`config.mk`:
```
export PLATFORM = sky130hd
export DESIGN_NAME = mode_sequencer
export DESIGN_NICKNAME = d
export VERILOG_FILES = /design/src/rtl/mode_sequencer.sv
export SDC_FILE = /design/constraint.sdc
export NUM_CORES = 1
export LEC_CHECK = 0
export ABC_AREA = 1
export CAP_MARGIN = 20
export CORE_ASPECT_RATIO = 0.6
export CORE_UTILIZATION = 55
export CTS_BUF_LIST = sky130_fd_sc_hd__clkbuf_8 sky130_fd_sc_hd__clkbuf_16
export DETAILED_ROUTE_END_ITERATION = 8
export PLACE_DENSITY_LB_ADDON = 0.25
export SKIP_CTS_REPAIR_TIMING = 1
export SYNTH_ARGS = -nofsm -noshare
export SYNTH_HDL_FRONTEND = slang
export SYNTH_SLANG_ARGS = --single-unit
```
`constraint.sdc`:
```
create_clock -name clk -period 1.9 [get_ports clk]
set_input_delay 0.475 -clock clk [delete_from_list [all_inputs] [get_ports clk]]
set_output_delay 0.475 -clock clk [all_outputs]
set_load 0.02 [all_outputs]
```
`src/rtl/mode_sequencer.sv`:
```
// Mode selector: two debounced active-low buttons step a mode index (with auto-repeat)
// and drive the matching active-low 7-segment glyph.
module mode_sequencer #(
    parameter int NUM_MODES     = 4,
    parameter int RESET_MODE    = 0,
    parameter int WRAP          = 1,
    parameter int DEBOUNCE_CYC  = 50000,
    parameter int REPEAT_DELAY  = 25000000,
    parameter int REPEAT_PERIOD = 10000000,
    localparam int MW = (NUM_MODES <= 2) ? 1 : $clog2(NUM_MODES)
) (
    input  logic          clk,
    input  logic          rst_n,
    input  logic          key_next,
    input  logic          key_prev,
    input  logic          mode_lock,
    output logic [MW-1:0] mode,
    output logic          mode_chg,
    output logic [7:0]    hex5
);

    localparam int DBW     = (DEBOUNCE_CYC < 2) ? 1 : $clog2(DEBOUNCE_CYC + 1);
    localparam int RPT_MAX = (REPEAT_DELAY > REPEAT_PERIOD) ? REPEAT_DELAY : REPEAT_PERIOD;
    localparam int RW      = $clog2(RPT_MAX + 1);
    localparam logic [MW-1:0] LAST_MODE = MW'(NUM_MODES - 1);

    localparam logic [1:0] ST_IDLE  = 2'd0;
    localparam logic [1:0] ST_HELD  = 2'd1;
    localparam logic [1:0] ST_RPT   = 2'd2;
    localparam logic [1:0] ST_BLOCK = 2'd3;

    function automatic logic [7:0] glyph(input logic [MW-1:0] m);
        logic [2:0] idx;
        idx = 3'(m);
        case (idx)
            3'd0:    glyph = 8'b10001000;
            3'd1:    glyph = 8'b11000111;
            3'd2:    glyph = 8'b11000110;
            3'd3:    glyph = 8'b11000001;
            3'd4:    glyph = 8'b10000011;
            3'd5:    glyph = 8'b10100001;
            3'd6:    glyph = 8'b10000110;
            default: glyph = 8'b10001110;
        endcase
    endfunction

    // bit 0 = NEXT, bit 1 = PREV throughout
    logic [1:0] key_raw;
    logic [1:0] db_lvl;
    logic [1:0] press;

    assign key_raw = {key_prev, key_next};

    genvar gi;
    generate
        for (gi = 0; gi < 2; gi++) begin : g_key
            logic           sync1_reg;
            logic           sync2_reg;
            logic           db_reg;
            logic           db_d_reg;
            logic [DBW-1:0] db_cnt_reg;

            always_ff @(posedge clk or negedge rst_n) begin
                if (!rst_n) begin
                    sync1_reg  <= 1'b1;
                    sync2_reg  <= 1'b1;
                    db_reg     <= 1'b1;
                    db_d_reg   <= 1'b1;
                    db_cnt_reg <= '0;
                end else begin
                    sync1_reg <= key_raw[gi];
                    sync2_reg <= sync1_reg;
                    db_d_reg  <= db_reg;
                    if (sync2_reg == db_reg) begin
                        db_cnt_reg <= '0;
                    end else if (db_cnt_reg == DBW'(DEBOUNCE_CYC - 1)) begin
                        db_reg     <= sync2_reg;
                        db_cnt_reg <= '0;
                    end else begin
                        db_cnt_reg <= db_cnt_reg + 1'b1;
                    end
                end
            end

            assign db_lvl[gi] = db_reg;
            assign press[gi]  = db_d_reg & ~db_reg;
        end
    endgenerate

    logic [1:0]    state_reg, state_next;
    logic          dir_reg, dir_next;
    logic [RW-1:0] rpt_cnt_reg, rpt_cnt_next;
    logic          step;
    logic          step_dir;

    // Repeat counter holds 1 on the step edge, so a step fires exactly N cycles after the last one
    always_comb begin
        state_next   = state_reg;
        dir_next     = dir_reg;
        rpt_cnt_next = rpt_cnt_reg;
        step         = 1'b0;
        step_dir     = dir_reg;
        case (state_reg)
            ST_IDLE: begin
                if (press[0] ^ press[1]) begin
                    step         = 1'b1;
                    step_dir     = press[1];
                    dir_next     = press[1];
                    rpt_cnt_next = RW'(1);
                    state_next   = ST_HELD;
                end else if (press[0] & press[1]) begin
                    state_next = ST_BLOCK;
                end
            end
            ST_HELD: begin
                if (db_lvl[dir_reg]) begin
                    state_next = ST_IDLE;
                end else if (rpt_cnt_reg == RW'(REPEAT_DELAY)) begin
                    step         = 1'b1;
                    rpt_cnt_next = RW'(1);
                    state_next   = ST_RPT;
                end else begin
                    rpt_cnt_next = rpt_cnt_reg + 1'b1;
                end
            end
            ST_RPT: begin
                if (db_lvl[dir_reg]) begin
                    state_next = ST_IDLE;
                end else if (rpt_cnt_reg == RW'(REPEAT_PERIOD)) begin
                    step         = 1'b1;
                    rpt_cnt_next = RW'(1);
                end else begin
                    rpt_cnt_next = rpt_cnt_reg + 1'b1;
                end
            end
            ST_BLOCK: begin
                if (&db_lvl) begin
                    state_next = ST_IDLE;
                end
            end
            default: state_next = ST_IDLE;
        endcase
    end

    logic [MW-1:0] mode_reg;
    logic [MW-1:0] mode_cand;
    logic          mode_chg_reg;
    logic [7:0]    hex_reg;
    logic          do_chg;

    always_comb begin
        mode_cand = mode_reg;
        if (!step_dir) begin
            if (mode_reg == LAST_MODE) begin
                mode_cand = (WRAP != 0) ? '0 : mode_reg;
            end else begin
                mode_cand = mode_reg + 1'b1;
            end
        end else begin
            if (mode_reg == '0) begin
                mode_cand = (WRAP != 0) ? LAST_MODE : mode_reg;
            end else begin
                mode_cand = mode_reg - 1'b1;
            end
        end
    end

    assign do_chg = step & ~mode_lock & (mode_cand != mode_reg);

    always_ff @(posedge clk or negedge rst_n) begin
        if (!rst_n) begin
            state_reg    <= ST_IDLE;
            dir_reg      <= 1'b0;
            rpt_cnt_reg  <= '0;
            mode_reg     <= MW'(RESET_MODE);
            hex_reg      <= glyph(MW'(RESET_MODE));
            mode_chg_reg <= 1'b0;
        end else begin
            state_reg    <= state_next;
            dir_reg      <= dir_next;
            rpt_cnt_reg  <= rpt_cnt_next;
            mode_chg_reg <= do_chg;
            if (do_chg) begin
                mode_reg <= mode_cand;
                hex_reg  <= glyph(mode_cand);
            end
        end
    end

    assign mode     = mode_reg;
    assign mode_chg = mode_chg_reg;
    assign hex5     = hex_reg;

endmodule

```
Signal wires by layer:
Bar = 20 um. Two of the layers only.
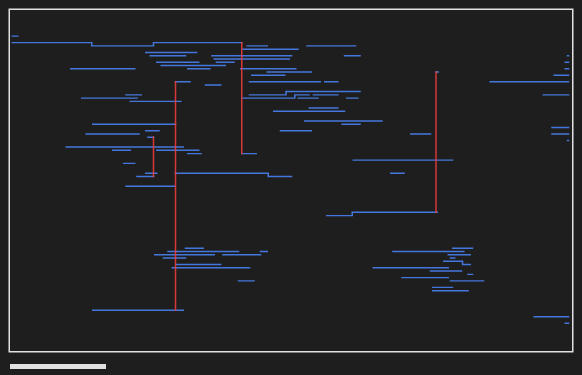
| layer | colour | wire length |
|---|---|---|
| met4 | red | 108 um |
| met3 | blue | 731 um |

Register map, names as in the netlist:
Bar = 20 um.
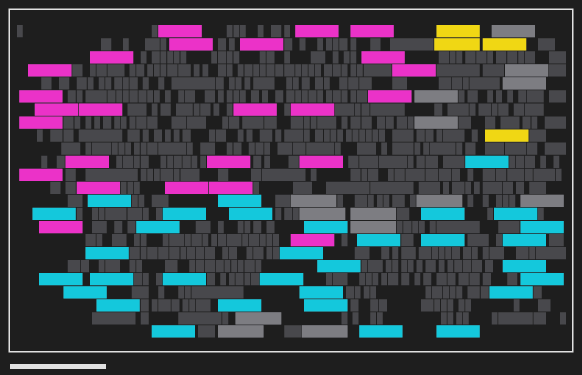
| signal | colour | flops |
|---|---|---|
| `hex5` | yellow | 4 |
| `rpt_cnt_reg` | magenta | 25 |
| `g_key.db_cnt_reg` | cyan | 32 |
not coloured: 14

Selected gate families:
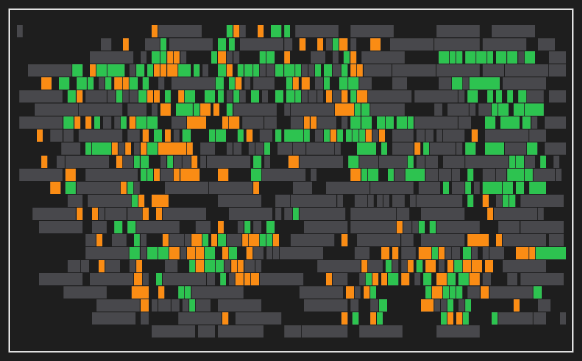
| family | colour | cells | most used |
|---|---|---|---|
| NAND gates | green | 198 | nand2_1 |
| NOR gates | orange | 139 | nor2_1 |

==> flow_summary.json <==
{
  "ys.flops": 75,
  "postSynthAreaPerCell_sq_um": 7.49,
  "yosys.area_share.simple": 0.345,
  "routed_wl_mm": 10.1,
  "finalSetupViolCount": 30,
  "timing.final.ws_setup_ps": -122,
  "ys_dominant_reg_cell": "sky130_fd_sc_hd__dfrtp_1",
  "crit_path_max_fanout": 5,
  "clk-insertion-delay-late_ps": 340,
  "reg2reg_from": "g_key[1].db_reg$_DFFE_PN1P_",
  "postRouteAntennaNets": 0,
  "setup.reg_to_reg.worst_slack_ps": -120,
  "num-nets-final": 648,
  "placed_cell_area_sq_mm": 0.00475,
  "slew_viol_final": 0,
  "top_cells_by_area_in_the_synthesized_netlist": "sky130_fd_sc_hd__dfrtp_1 (38%), sky130_fd_sc_hd__nand2_1 (11%), sky130_fd_sc_hd__nor2_1 (8.3%)",
  "netlist_logic_family_top": "simple AND/OR/NAND/NOR gates",
  "cts_root_buf": "sky130_fd_sc_hd__clkbuf_16",
  "grt_pass1_wl_mm": 16.1,
  "worst_setup_sp_type": "register",
  "layout-area-overhead-vs-synth_pct": 22.9,
  "timing.final.crit_share": 1.06,
  "cp.required_ps": 2130,
  "status": "finished, violations left",
  "mostFrequentLayoutCells": "sky130_fd_sc_hd__nand2_1 (101), sky130_fd_sc_hd__nor2_1 (92), sky130_fd_sc_hd__inv_1 (73), sky130_fd_sc_hd__dfrtp_1 (66), sky130_fd_sc_hd__nand3_1 (40)",
  "dieWidth_um": 117,
  "yosys.area_share.xor_xnor": 0.0401,
  "antenna-diode-count": 0,
  "worstSetupPathType": "register to register",
  "failed_checks": "setup timing",
  "setup_repair_after_global_routing_missed_its_margin": "yes",
  "tritoncts": "built"
}
Cell classes on the final placement:
Bar = 20 um.
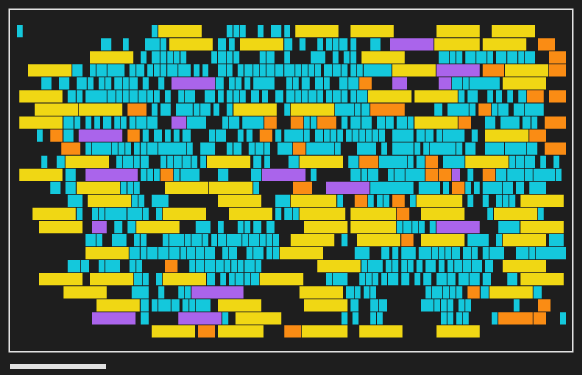
| class | colour | cells | share of their area |
|---|---|---|---|
| clock drivers and dummy loads | purple | 16 | 6.2% |
| other buffers and delay cells | orange | 41 | 7.4% |
| flip-flops | yellow | 75 | 36% |
| all other logic | cyan | 502 | 50% |

Routing congestion:
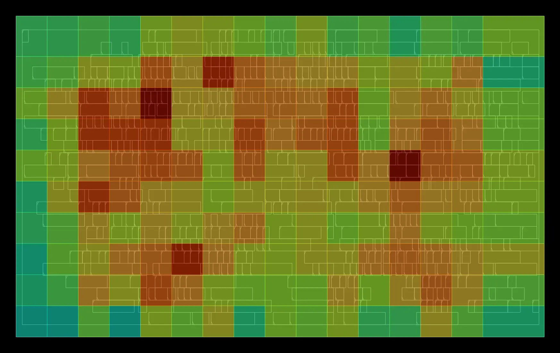
final core utilization: 0.719
most utilized layer in the global route result: met1

==> Yosys cell counts (4+ instances only) <==
library cell and n:
sky130_fd_sc_hd__o22ai_1 4, sky130_fd_sc_hd__a21oi_1 12, sky130_fd_sc_hd__nor2_1 97, sky130_fd_sc_hd__o21ai_0 17
sky130_fd_sc_hd__xnor2_1 5, sky130_fd_sc_hd__nand2_1 125, sky130_fd_sc_hd__nor3b_1 4, sky130_fd_sc_hd__nand2_2 6
sky130_fd_sc_hd__xor2_1 15, sky130_fd_sc_hd__nand4_1 19, sky130_fd_sc_hd__nor2_2 10, sky130_fd_sc_hd__ha_1 14
sky130_fd_sc_hd__nor4_1 7, sky130_fd_sc_hd__buf_4 4, sky130_fd_sc_hd__dfrtp_1 66, sky130_fd_sc_hd__nand3_1 44
sky130_fd_sc_hd__inv_1 80, sky130_fd_sc_hd__dfstp_2 9, sky130_fd_sc_hd__nor3_1 18, sky130_fd_sc_hd__inv_2 4
==> metrics by stage <==
| stage | instances | hold WS, ps | TNS, ps | setup WS, ps |
|---|---|---|---|---|
| after CTS | 726 | 105 | -3440 | -196 |
| after global routing | 738 | 117 | -5380 | -226 |
| after floorplan | 585 | 179 | 0 | 1.04 |
| after detailed placement | 710 | 349 | -2480 | -165 |
| final | 738 | 89.3 | -2580 | -122 |
| after global placement | 710 | 346 | -667 | -91.5 |
==> critical path: cells and delay by family (launching register included) <==
family / cells / cell delay [ps]
adder cells (fa/ha/maj): 1 / 290
buffers and inverters: 4 / 280
AND-OR/OR-AND: 2 / 330
AND/OR/NAND/NOR: 5 / 490
flip-flops: 1 / 530
==> power by group <==
| group | total (mW) | internal [mW] | switching [mW] |
|---|---|---|---|
| clock | 1.85 | 1.16 | 0.688 |
| combinational | 0.0874 | 0.0262 | 0.0613 |
| sequential | 1.63 | 1.62 | 0.0101 |
| total | 3.56 | 2.80 | 0.760 |
==> final cells by class <==
cell class | instances | area [sq um]
tap | 104 | 130
inverter | 86 | 329
sequential | 75 | 1890
fill | 560 | 2100
multi-input combinational | 416 | 2310
clock inverter | 7 | 98.8
timing repair buffer | 41 | 387
clock buffer | 9 | 225
==> layer usage <==
| layer | track usage | part of all wire | up-vias |
|---|---|---|---|
| met5 | 0 | 0 | - |
| met4 | 0.0816 | 0.011 | 0 |
| met3 | 0.0617 | 0.072 | 10 |
| met2 | 0.369 | 0.43 | 160 |
| met1 | 0.371 | 0.48 | 1811 |
| li1 | - | - | 1944 |
==> worst max-delay path by stage <==
stage,from,endpoint,slack [ps],depth (start not counted)
3_5_place_dp,g_key[0].db_d_reg$_DFF_PN1_,hex5[2]$_DFFE_PN0P_,-170,12
3_3_place_gp,g_key[0].db_d_reg$_DFF_PN1_,hex5[2]$_DFFE_PN0P_,-90,12
5_1_grt,g_key[1].db_reg$_DFFE_PN1P_,mode[0]$_DFFE_PN0P_,-230,15
2_1_floorplan,g_key[1].db_reg$_DFFE_PN1P_,rpt_cnt_reg[14]$_DFFE_PN0P_,1,12
6_report,g_key[1].db_reg$_DFFE_PN1P_,rpt_cnt_reg[9]$_DFFE_PN0P_,-120,12
4_1_cts,g_key[1].db_reg$_DFFE_PN1P_,rpt_cnt_reg[17]$_DFFE_PN0P_,-200,14
Power and IR drop assume default switching activity.
